**config.mk**
```make
export PLATFORM = sky130hd
export DESIGN_NAME = gbtx_link_sequencer
export DESIGN_NICKNAME = d
export VERILOG_FILES = /design/src/rtl/gefe_pkg.sv /design/src/rtl/sync_2ff.sv /design/src/rtl/gbtx_link_sequencer.sv
export SDC_FILE = /design/constraint.sdc
export NUM_CORES = 1
export LEC_CHECK = 0
export ABC_AREA = 1
export CAP_MARGIN = 0
export CORE_MARGIN = 2
export CORE_UTILIZATION = 58
export CTS_BUF_LIST = sky130_fd_sc_hd__clkbuf_16
export DETAILED_ROUTE_END_ITERATION = 6
export PLACE_DENSITY_LB_ADDON = 0.2
export SYNTH_ARGS = -nofsm -noshare
export SYNTH_HDL_FRONTEND = slang
export SYNTH_SLANG_ARGS = --single-unit
```
**constraint.sdc**
```tcl
create_clock -name GbtxElinksDclkCg_ik -period 2.68 [get_ports GbtxElinksDclkCg_ik]
set_clock_uncertainty 0.05 [all_clocks]
set_input_delay 0.67 -clock GbtxElinksDclkCg_ik [delete_from_list [all_inputs] [get_ports GbtxElinksDclkCg_ik]]
set_output_delay 0.67 -clock GbtxElinksDclkCg_ik [all_outputs]
set_load 0.01 [all_outputs]
```
**src/rtl/gefe_pkg.sv**
```systemverilog
// Shared definitions for the GBTx link sequencer: state codes, default
// timing parameters and small counter helpers.
package gefe_pkg;

   localparam int RST_CYCLES_DEF  = 400;
   localparam int RDY_TIMEOUT_DEF = 1048576;
   localparam int DV_STABLE_DEF   = 1024;
   localparam int MAX_RETRY_DEF   = 8;

   typedef enum logic [2:0] {
      ST_RESET      = 3'd0,
      ST_WAIT_TXRDY = 3'd1,
      ST_WAIT_RXRDY = 3'd2,
      ST_WAIT_DV    = 3'd3,
      ST_LINK_UP    = 3'd4,
      ST_LOS_HOLD   = 3'd5,
      ST_FAULT      = 3'd6
   } state_t;

   // Bits needed to hold the values 0..n.
   function automatic int cnt_w(input int n);
      return (n < 1) ? 1 : $clog2(n + 1);
   endfunction

   function automatic logic [15:0] sat_inc16(input logic [15:0] v);
      return (v == 16'hFFFF) ? v : v + 16'd1;
   endfunction

endpackage

```
**src/rtl/sync_2ff.sv**
```systemverilog
// Two-flop synchronizer for a single asynchronous level input.
module sync_2ff (
   input  logic clk,
   input  logic rst_n,
   input  logic d,
   output logic q
);

   logic meta;

   always_ff @(posedge clk or negedge rst_n) begin
      if (!rst_n) begin
         meta <= 1'b0;
         q    <= 1'b0;
      end else begin
         meta <= d;
         q    <= meta;
      end
   end

endmodule

```
**src/rtl/gbtx_link_sequencer.sv**
```systemverilog
// GBTx link bring-up sequencer: reset pulse, ready/valid handshakes with
// timeouts and retry limit, LOS hold-off and link-loss accounting.
module gbtx_link_sequencer
   import gefe_pkg::*;
#(
   parameter int RST_CYCLES  = RST_CYCLES_DEF,
   parameter int RDY_TIMEOUT = RDY_TIMEOUT_DEF,
   parameter int DV_STABLE   = DV_STABLE_DEF,
   parameter int MAX_RETRY   = MAX_RETRY_DEF
) (
   input  logic        GbtxElinksDclkCg_ik,
   input  logic        GeneralReset_iran,
   input  logic        OptoLosReset_iran,
   input  logic        GbtxTxRdy_i,
   input  logic        GbtxRxRdy_i,
   input  logic        GbtxRxDataValid_i,
   input  logic        Restart_i,
   output logic        GbtxReset_or,
   output logic        GbtxTxDataValid_o,
   output logic        LinkUp_o,
   output logic        Fault_o,
   output logic [2:0]  State_ob3,
   output logic [3:0]  RetryCnt_ob4,
   output logic [15:0] LossCnt_ob16
);

   localparam int TMR_MAX = (RST_CYCLES > RDY_TIMEOUT) ? RST_CYCLES : RDY_TIMEOUT;
   localparam int TW      = cnt_w(TMR_MAX);
   localparam int DW      = cnt_w(DV_STABLE);

   logic clk, rst_n;
   assign clk   = GbtxElinksDclkCg_ik;
   assign rst_n = GeneralReset_iran;

   logic [3:0] raw, syn;
   logic       opto_ok, tx_rdy, rx_rdy, rx_dv;

   assign raw = {OptoLosReset_iran, GbtxTxRdy_i, GbtxRxRdy_i, GbtxRxDataValid_i};

   for (genvar i = 0; i < 4; i++) begin : g_sync
      sync_2ff u_sync (
         .clk   (clk),
         .rst_n (rst_n),
         .d     (raw[i]),
         .q     (syn[i])
      );
   end

   assign {opto_ok, tx_rdy, rx_rdy, rx_dv} = syn;

   state_t          state, state_nxt;
   logic [TW-1:0]   tmr;
   logic [DW-1:0]   dv_cnt;
   logic [3:0]      retry, retry_nxt;
   logic [15:0]     loss, loss_nxt;
   logic            entry, to_hit;
   logic            tmo, rst_done, dv_done;

   assign tmo      = (tmr == TW'(RDY_TIMEOUT - 1));
   assign rst_done = (tmr == TW'(RST_CYCLES - 1));
   assign dv_done  = rx_dv && (dv_cnt == DW'(DV_STABLE - 1));

   always_comb begin
      state_nxt = state;
      retry_nxt = retry;
      loss_nxt  = loss;
      to_hit    = 1'b0;
      entry     = 1'b0;

      case (state)
         ST_RESET:      if (rst_done) state_nxt = ST_WAIT_TXRDY;
         ST_WAIT_TXRDY: if (tx_rdy) state_nxt = ST_WAIT_RXRDY; else to_hit = tmo;
         ST_WAIT_RXRDY: if (rx_rdy) state_nxt = ST_WAIT_DV;    else to_hit = tmo;
         ST_WAIT_DV:    if (dv_done) state_nxt = ST_LINK_UP;   else to_hit = tmo;
         ST_LINK_UP: begin
            if (!tx_rdy || !rx_rdy || !rx_dv) begin
               state_nxt = ST_RESET;
               loss_nxt  = sat_inc16(loss);
            end
         end
         ST_LOS_HOLD:   if (opto_ok) state_nxt = ST_RESET;
         ST_FAULT:      state_nxt = ST_FAULT;
         default:       state_nxt = ST_RESET;
      endcase

      if (to_hit) begin
         retry_nxt = retry + 4'd1;
         state_nxt = (retry_nxt == 4'(MAX_RETRY)) ? ST_FAULT : ST_RESET;
      end

      if (state_nxt == ST_LINK_UP && state != ST_LINK_UP)
         retry_nxt = 4'd0;

      // LOS discards whatever the handshake logic decided this cycle.
      if (!opto_ok && state != ST_FAULT) begin
         state_nxt = ST_LOS_HOLD;
         retry_nxt = retry;
         loss_nxt  = (state == ST_LINK_UP) ? sat_inc16(loss) : loss;
      end

      // Restart counts as a fresh RESET entry even when already in RESET.
      if (Restart_i) begin
         state_nxt = ST_RESET;
         retry_nxt = 4'd0;
         loss_nxt  = loss;
         entry     = 1'b1;
      end

      if (state_nxt != state)
         entry = 1'b1;
   end

   always_ff @(posedge clk or negedge rst_n) begin
      if (!rst_n) begin
         state  <= ST_RESET;
         tmr    <= '0;
         dv_cnt <= '0;
         retry  <= 4'd0;
         loss   <= 16'd0;
      end else begin
         state <= state_nxt;
         retry <= retry_nxt;
         loss  <= loss_nxt;
         if (entry)
            tmr <= '0;
         else if (tmr != {TW{1'b1}})
            tmr <= tmr + 1'b1;
         if (entry || !rx_dv)
            dv_cnt <= '0;
         else if (state == ST_WAIT_DV)
            dv_cnt <= dv_cnt + 1'b1;
      end
   end

   always_ff @(posedge clk or negedge rst_n) begin
      if (!rst_n) begin
         GbtxReset_or      <= 1'b1;
         GbtxTxDataValid_o <= 1'b0;
         LinkUp_o          <= 1'b0;
         Fault_o           <= 1'b0;
         State_ob3         <= 3'd0;
         RetryCnt_ob4      <= 4'd0;
         LossCnt_ob16      <= 16'd0;
      end else begin
         GbtxReset_or      <= (state == ST_RESET) || (state == ST_LOS_HOLD);
         GbtxTxDataValid_o <= (state == ST_LINK_UP);
         LinkUp_o          <= (state == ST_LINK_UP);
         Fault_o           <= (state == ST_FAULT);
         State_ob3         <= state;
         RetryCnt_ob4      <= retry;
         LossCnt_ob16      <= loss;
      end
   end

endmodule
```
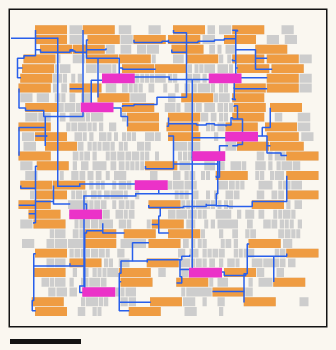
(run_1/clock_map.png)
The bar under the picture is 20 um long.
Key: orange = flip-flops [count 89]; blue = clock wires [length 1010 um]; magenta = cells driving clock nets [count 9]
There are 10 routed clock nets. Position of the flops: spread over the die.

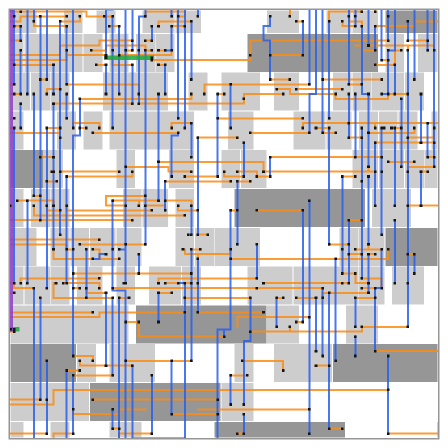
(run_1/zoom.png)
Region (51, 7) to (81, 37) um. Cells in gray, sequential cells in the stronger gray; small squares are vias.
Key: blue = met2; orange = met1; green = met3; purple = met4
Netlist names of flops here include tmr (6). 88 logic cells have their middle in the window. Sequential cells in the window: 6. Most frequent: nand2_1 (19), nor2_1 (11), inv_1 (10).

==> results.txt, run 1 <==
Results of the full flow below.

Run status:
- The run finished with clean final reports.

Finish:
- In the final layout, the share of cells above drive strength 1 is 16.27%.
- The run puts the number of flip-flops in the largest register at 21.
- For this run, the share of the core covered by cells in the final layout is 71.26%.
- The run gives the register ranked first by flip-flop count as tmr.
- The run puts the number of antenna diodes at 0.
- The run gives the number of buffers outside the clock class in the layout as 38.
- In the final layout, the registers with the most flip-flops are tmr x21, LossCnt_ob16 x16, loss x16.
- The run gives the dominant kind of cell by area as sequential cells.
- The run gives the commonest non-fill, non-tap cell in the layout as dfrtp_1.

Global routing:
- The run puts the met1 routing resource usage after global routing at 31.29%.
- For this run the aggregate overflow at the end of global routing stands at 0.
- The first global-routing pass estimated 14.13 mm of wire.
- The run gives the met3 track utilization from global routing as 3.825%.
- The run puts the via count of the first global-routing pass at 3084.
- The number of antenna violations at the first check in global routing came to 0.

CTS:
- Once the clock tree was built, the resizer swapped 0 gates to a different size.
- TritonCTS built the clock tree.
- The run gives the post-CTS setup-driven buffer insertion count as 0.
- The run puts the later-pin clock latency in the skew report at 0.34 ns.

STA:
- Across all hold checks on the routed design, the worst slack comes to 0.2425 ns.
- The run gives the measured slew at the worst slew-check pin as 0.5234 ns.
- The routed design could run at a clock period as short as 2.409 ns.
- The run gives the relative max-transition margin as 64.84%.
- The run gives the final tally of setup violations as 0.
- Adding up every negative setup slack in the final design gives 0 ns.

Power:
- The run gives the reported clock group power as 1230 uW.
- The run puts the clock power share at 41.0%.
- The group that draws the most power in this run is sequential cells.
- The run puts the switching share of power at 26.35%.
- Sequential cells consume a total of 1490 uW.
- The run puts the static power due to leakage at 0.002235 uW.
- The run puts the internal power at 2207 uW.

Routing:
- The script logs the mean routed wire length per placed instance as 13.42 um.
- The run puts the final wirelength at 7.973 mm.
- The run puts the length of the first detailed-routing pass in iterations at 4.
- Detailed routing placed a total of 259 um of wire on met3.
- The run gives the remaining antenna violation count as 0.
- In this run, the number of DRC markers left after iteration 0 of detailed routing was 118.

Synthesis:
- Looking at area per cell type in the netlist, the leader is dfrtp_1.
- The run puts the area fraction in mux cells at 0.5138%.
- The run puts the cell total in the yosys stat output at 449.
- The synthesis run shows the most used standard cells to be 88 x dfrtp_1, 86 x nand2_1, 49 x nor2_1, 46 x inv_1, 36 x nor2_2.
- The Yosys step of the flow raised 0 warnings.
- The number of different library cells used by synthesis comes to 31.
- Of the total synthesized cell area, the portion taken by AND, OR, NAND and NOR gates is 28.65%.
- The run gives the flop and latch count out of synthesis as 89.
- Grouping non-sequential cells by family puts the most area in simple AND/OR/NAND/NOR gates.
- The run puts the mean area per synthesized cell at 9.221 um^2.
- The run puts the share of flip-flops with an asynchronous set or reset after synthesis at 100.0%.
- Per the synthesis report, the XOR/XNOR share of the synthesized area is 7.616%.
- After synthesis the cells add up to 4140 um^2.
- The synthesis report lists the most area-consuming cells as dfrtp_1 53%, nand2_1 7.8%, nor2_2 5.4%, xor2_1 4.9%, nor2_1 4.4%.

Job:
- The run gives the warning total across the stage logs as 26.
- The run gives the max-capacitance violation count as 0.

Die:
- The flow inserted 96 tap cells.
- The run puts the effective utilization at floorplan at 60.27%.
- The run puts the height of the chip at 88.49 um.
- The run gives the number of placement rows as 30.
- The run gives the standard cell core area as 6869 um^2.

Critical path:
- The run puts the combined buffer and inverter count along the critical path at 0.
- The worst register-to-register path has a depth of 13.
- The run gives the logic depth of the worst setup path including buffers as 13.
- The cell sequence reported for the critical path is ha_1 -> nand2_1 -> nor2_2 -> nand3_1 -> nor3_4 -> nand3_1 -> nand2_1 -> nand2_2 -> nand3_1 -> nand2_1 -> nor2_2 -> nand3_2 -> nor2_1.
- The run puts the worst setup slack for register-to-register paths at 0.27 ns.

Place:
- The run puts the HPWL after detailed placement at 5.588 mm.
- At the end of routability-driven placement, the weighted congestion stood at 0.9055.
- Setup slack on the worst path after placement came out at 0.2050 ns.
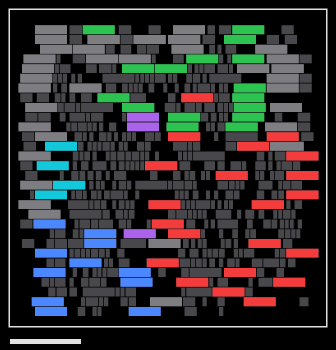
(run_1/registers.png)
The bar under the picture is 20 um long.
Key: purple = state [sequential cells 3]; red = tmr [sequential cells 21]; blue = dv_cnt [sequential cells 11, where lower left]; cyan = g_sync.u_sync.q [sequential cells 4, where middle left]; green = loss [sequential cells 16]

==> run_1/final_clocks.png <==
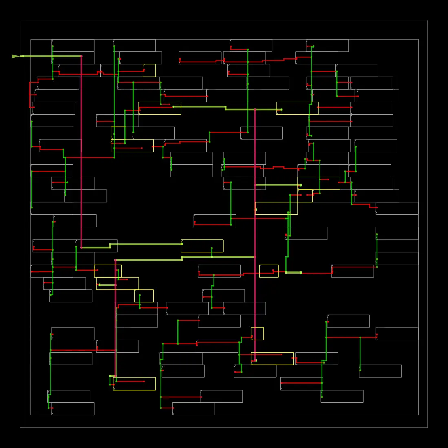

==> run 2, diff against run 1 <==
CORE_MARGIN = 4   (was 2)
GPL_TIMING_DRIVEN = 0   (was unset)
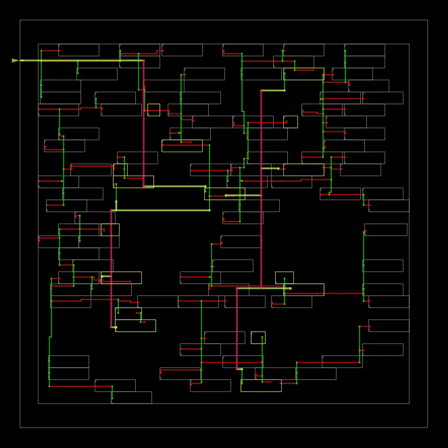
(run_2/final_clocks.png)
P_clk: 1220 uW
Skew-Pair Late Insertion Delay: 0.34 ns
flip-flop and latch count: 89
number of CTS-inserted buffers: 9

==> run 2 against run 1 <==
  * Global-route usage is 3.9 points lower
  * Utilization is 0.27 points higher
  * Flip-flop count did not move
  * Design area increased by 0.38%
  * Critical path type unchanged
  * Non-clock buffer count rose by 1
  * Clock power is essentially flat
  * Synthesized cell count is the same
==> results.txt, run 2 <==
Results of the full flow below.

Run status:
- The run finished with clean final reports.

Finish:
- The multi-input combinational cells in the finished layout cover a total of 1668 um^2.
- The final layout report lists a filler cell count of 525.
- Per the cell usage report, the commonest logic cell in the layout is dfrtp_1.
- The run gives the share of final-layout standard cells stronger than drive strength 1 as 16.43% (+0.17 points).
- The number of flip-flops in the largest register came to 21 (unchanged).
- Ranked by total area, the top cell class in this layout is sequential cells.
- The post-layout utilization of the core is 71.53% (+0.27 points).
- Counting flops per register, the top entry is tmr.
- The run gives the number of antenna diodes as 0 (unchanged).
- The registers reported with the highest flop counts are tmr x21, LossCnt_ob16 x16, loss x16.

Synthesis:
- The run gives the post-synthesis instance area as 4140 um^2 (unchanged).
- The area fraction in xor and xnor cells is 7.616% (unchanged).
- The Yosys warning count came to 0 (unchanged).
- The run puts the flop and latch count out of synthesis at 89 (unchanged).
- In the synthesized netlist, the dominant kind of combinational cell is simple AND/OR/NAND/NOR gates.
- By count the netlist is led by 88 x dfrtp_1, 86 x nand2_1, 49 x nor2_1, 46 x inv_1, 36 x nor2_2.
- The run puts the cell total in the yosys stat output at 449 (unchanged).
- The run puts the count of unique library cells instantiated by Yosys at 31 (unchanged).
- The run puts the number of enable-type register cells in the synthesized netlist at 0.
- The biggest area contributor in the post-synthesis netlist is dfrtp_1.
- The run gives the share of flip-flops with an asynchronous set or reset after synthesis as 100.0% (unchanged).
- The run gives the mean area per synthesized cell as 9.221 um^2 (unchanged).

Power:
- The run puts the clock power share at 40.8% (-0.2 points).
- The group that draws the most power in this run is sequential cells.
- The run gives the internal power as 2210 uW (+0.15%).
- The run gives the static power due to leakage as 0.002246 uW (+0.49%).
- The run gives the overall power of the completed layout as 2976 uW.
- The sequential group power came to 1480 uW (about the same).
- The run gives the switching share of power as 25.75% (-0.60 points).

Die:
- The run puts the number of placement rows at 30 (unchanged).
- The run gives the standard cell core area as 6869 um^2 (unchanged).
- The effective utilization at floorplan is 60.27% (unchanged).
- The run puts the number of tap cells inserted at 96 (unchanged).
- The run puts the height of the chip at 92.49 um (+4.5%).

Critical path:
- The run puts the combined buffer and inverter count along the critical path at 1 (+1).
- The number of cells on the worst reg-to-reg path was 12 (-1).
- The worst setup slack for register-to-register paths came to 0.30 ns (+0.03 ns).
- The run gives the logic depth of the worst setup path including buffers as 12 (-1).
- Walking the worst path, the cells encountered are ha_1 -> nand2_1 -> nor2_2 -> nand4_1 -> nor3_1 -> nand2_1 -> o21ai_0 -> inv_1 -> nand4_1 -> nand2_1 -> nand2_1 -> nand2_1.

Job:
- The run gives the warning total across the stage logs as 26 (unchanged).

Global routing:
- The run puts the met1 routing resource usage after global routing at 26.65% (-4.6 points).
- The run gives the residual overflow from global routing as 0 (unchanged).
- The run puts the number of antenna violations at the first check in global routing at 0 (unchanged).
- The run puts the via count of the first global-routing pass at 3000 (-2.7%).
- The run puts the largest net degree at the start of global routing at 50.
- The run gives the wire length of the first global-routing pass as 13.49 mm (-4.5%).
- The met3 track utilization from global routing came to 3.981% (+0.16 points).
- met2 is the most crowded layer.

CTS:
- The run gives the CTS tree as yes.
- The run gives the post-CTS setup-driven buffer insertion count as 0 (unchanged).
- The run gives the number of cells upsized or downsized after cts as 0 (unchanged).

STA:
- The worst hold margin is 0.2494 ns (+0.006865 ns).
- The run gives the relative max-transition margin as 65.64% (+0.80 points).
- The run puts the final tally of setup violations at 0 (unchanged).
- Setup repair after global routing left no endpoint under its margin.
- The run puts the final period demand of the worst path at 2.378 ns (-0.03117 ns).
- The run gives the measured slew at the worst slew-check pin as 0.5154 ns (-0.007937 ns).
- The total negative setup slack came to 0 ns (unchanged).

Place:
- The run puts the final weighted congestion in routability-driven placement at 0.9024 (-0.34%).
- The run puts the post-place setup slack at 0.1205 ns (-0.08447 ns).

Routing:
- The run gives the remaining antenna violation count as 0 (unchanged).
- The first-iteration detailed-routing DRC count was 107 (-9.3%).
- The run puts the wire length on met3 at 270 um (+4.2%).
- The run gives the final wirelength as 7.479 mm (-6.2%).
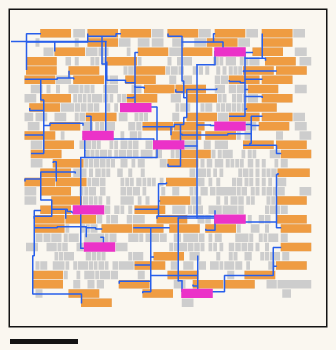
(run_2/clock_map.png)
The bar under the picture is 20 um long.
Key: magenta = cells driving clock nets [count 9]; blue = clock wires [length 981 um]; orange = flip-flops [count 89]
Position of the flops: spread over the die. There are 10 routed clock nets.

Power and IR drop assume default switching activity.
